Figure 1. Routing congestion map.
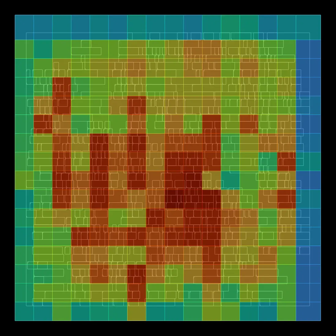
Figure 2. Met4 routing.
Cells faint in the background.
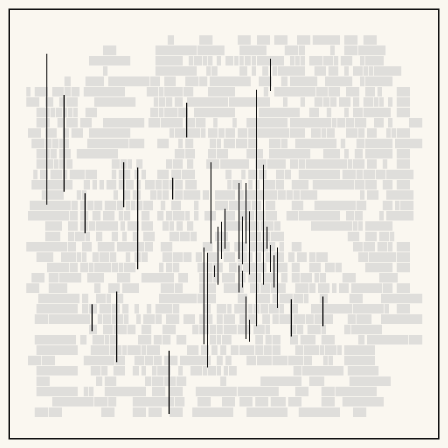
Figure 3. Metal layers overlaid.
Two of the layers only.
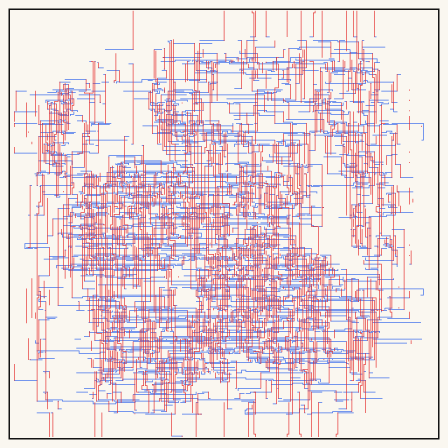
Figure 4. Floorplan with the power grid.
The bar under the picture is 20 um long. Pins as bars on the die edge. Tap cells in gray.
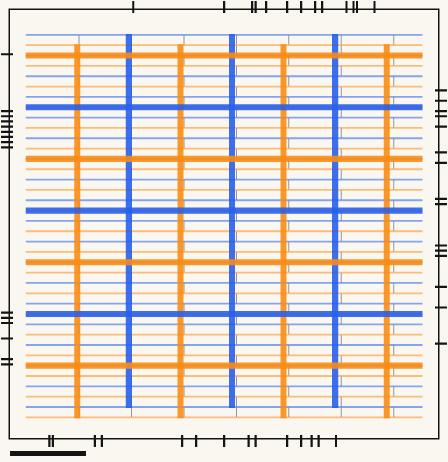
Figure 5. A small window of the routed layout.
Region (72, 16) to (97, 41) um. Cells in gray, sequential cells in the stronger gray; small squares are vias.
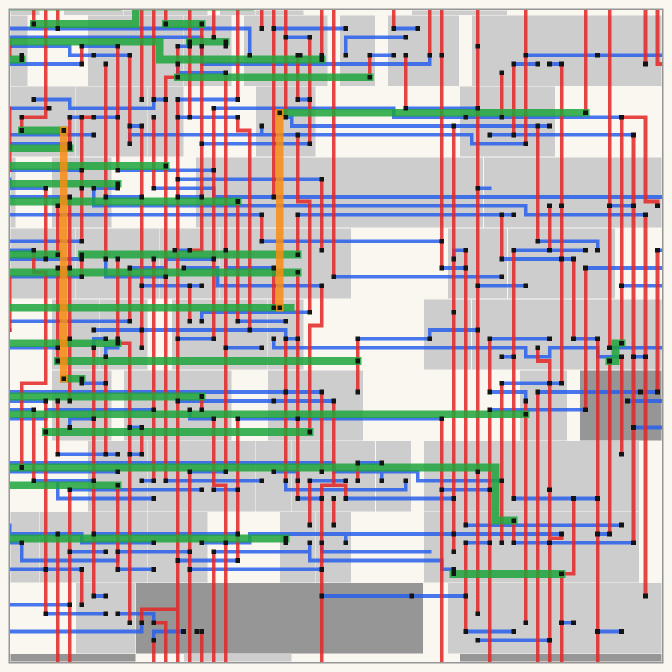
Design fp32_p161, sky130hd; sources not shown.
==> qor.yml <==
power:
  finalPower_uw: 2020
  pwr-share-clk_pct: 24.8
  p_int_uw: 1280
final_layout:
  seq_area_share_pct: 29.4
  num_antenna_cells: 0
  lay_top_count: "edfxtp_1"
  nNetsFinal: 766
  finish.instance_area_mm2: 0.00701
  inv_count: 18
  layout-drive-gt1-share_pct: 11.7
  regArea_mm2: 0.00206
  largest_register_ffs: 35
  clockNetworkAreaShare_pct: 2.86
  flop-count: 76
  num-clock-buffers: 9
  comb_share_pct: 52.7
job:
  cap_violations: 1
route:
  drt-met1-wl_mm: 6.66
  detail_route.vias_per_cell: 6.68
  first_iter_violations: 720
worst_setup_path:
  end_kind: "register"
  critPathLaunchType: "register"
  cp_slowest_cell: "edfxtp_1"
  critPathRequiredTime_ns: 5.00
  crit_arrival_ns: 4.56
  r2r_cells: 14
yosys:
  syn_avg_cell_area_um2: 9.26
  mux_area_share_pct: 8.87
  ys_chip_area_mm2: 0.00602
  netlist_top_cells_count: "54 x edfxtp_1, 51 x nor2_1, 46 x nand2_1"
  yosysSeqAreaShare_pct: 34.2
  most_common_cell: "edfxtp_1"
  syn-num-nets: 694
  ys_cells: 650
  synth_top_flop_cell: "edfxtp_1"
  syn-cell-area_mm2: 0.00602
  top_cells_by_area: "edfxtp_1 27%, dfxtp_1 7.3%, mux2i_1 3.8%, xor2_1 3.3%, nor2_1 3.2%"
  ys_top_logic_family: "AND-OR/OR-AND gates"
  largest_area_cell: "edfxtp_1"
  adder_share_pct: 1.66
timing:
  rsz0062_at_grt: "false"
  setup_tns_ns: 0
  fmax_mhz: 229
  finalMaxSlewViolations: 35
  hold_viol: 0
  worstMarginPinSlew_ns: 1.80
placement:
  dp_hpwl_mm: 12.6
  dpl_cell_area_mm2: 0.00676
  dp_slack_ns: 0.0623
clocking:
  cts_tree: "built"
  cts_inserted_buffers: 9
  cts_post_setup_buffers_inserted: 0
  cts_max_path_buffers: 2
  clk_pin_slew_ns: 0.08
  cts.repair.resized: 0
global_route:
  gr-total-overflow: 0
  grt_max_degree: 35
  grt-busiest-layer: "met2"
status:
  status: "complete, but fails checks"
  violations: "capacitance limit, slew limit"
Notes on Figure 1 above:
met3 usage: 7.92%
met1 Use GR: 35.0%
met2 track demand over resource: 40.8%
post-layout util: 66.7%

Notes on Figure 2 above:
The layer holds 3.2% of the routed length. The layer carries 528 um of wire. The wires run mostly vertical.
DRT Wirelength: 16.4 mm
via count: 5768

Notes on Figure 3 above:
Blue marks M1, wire length 6660 um. Red marks M2, wire length 7480 um.
gr usage total: 26.2%
Avg WL per Cell: 19.1 um

Notes on Figure 4 above:
Orange marks VSS. Blue marks VDD.
7 straps on met5. The core has 37 rows. 136 tap cells. 38 met1 rails follow the rows.
die width: 113 um
VDD IR-drop max: 220 uV
core area: 0.0105 mm^2
Die H: 113 um

Notes on Figure 5 above:
Red marks M2. Orange marks M4. Green marks M3. Blue marks M1.
44 logic cells have their middle in the window. Most frequent: mux4_2 (6), mux2i_1 (5). Sequential cells in the window: 1.

Power is estimated from default activity; no workload was simulated.
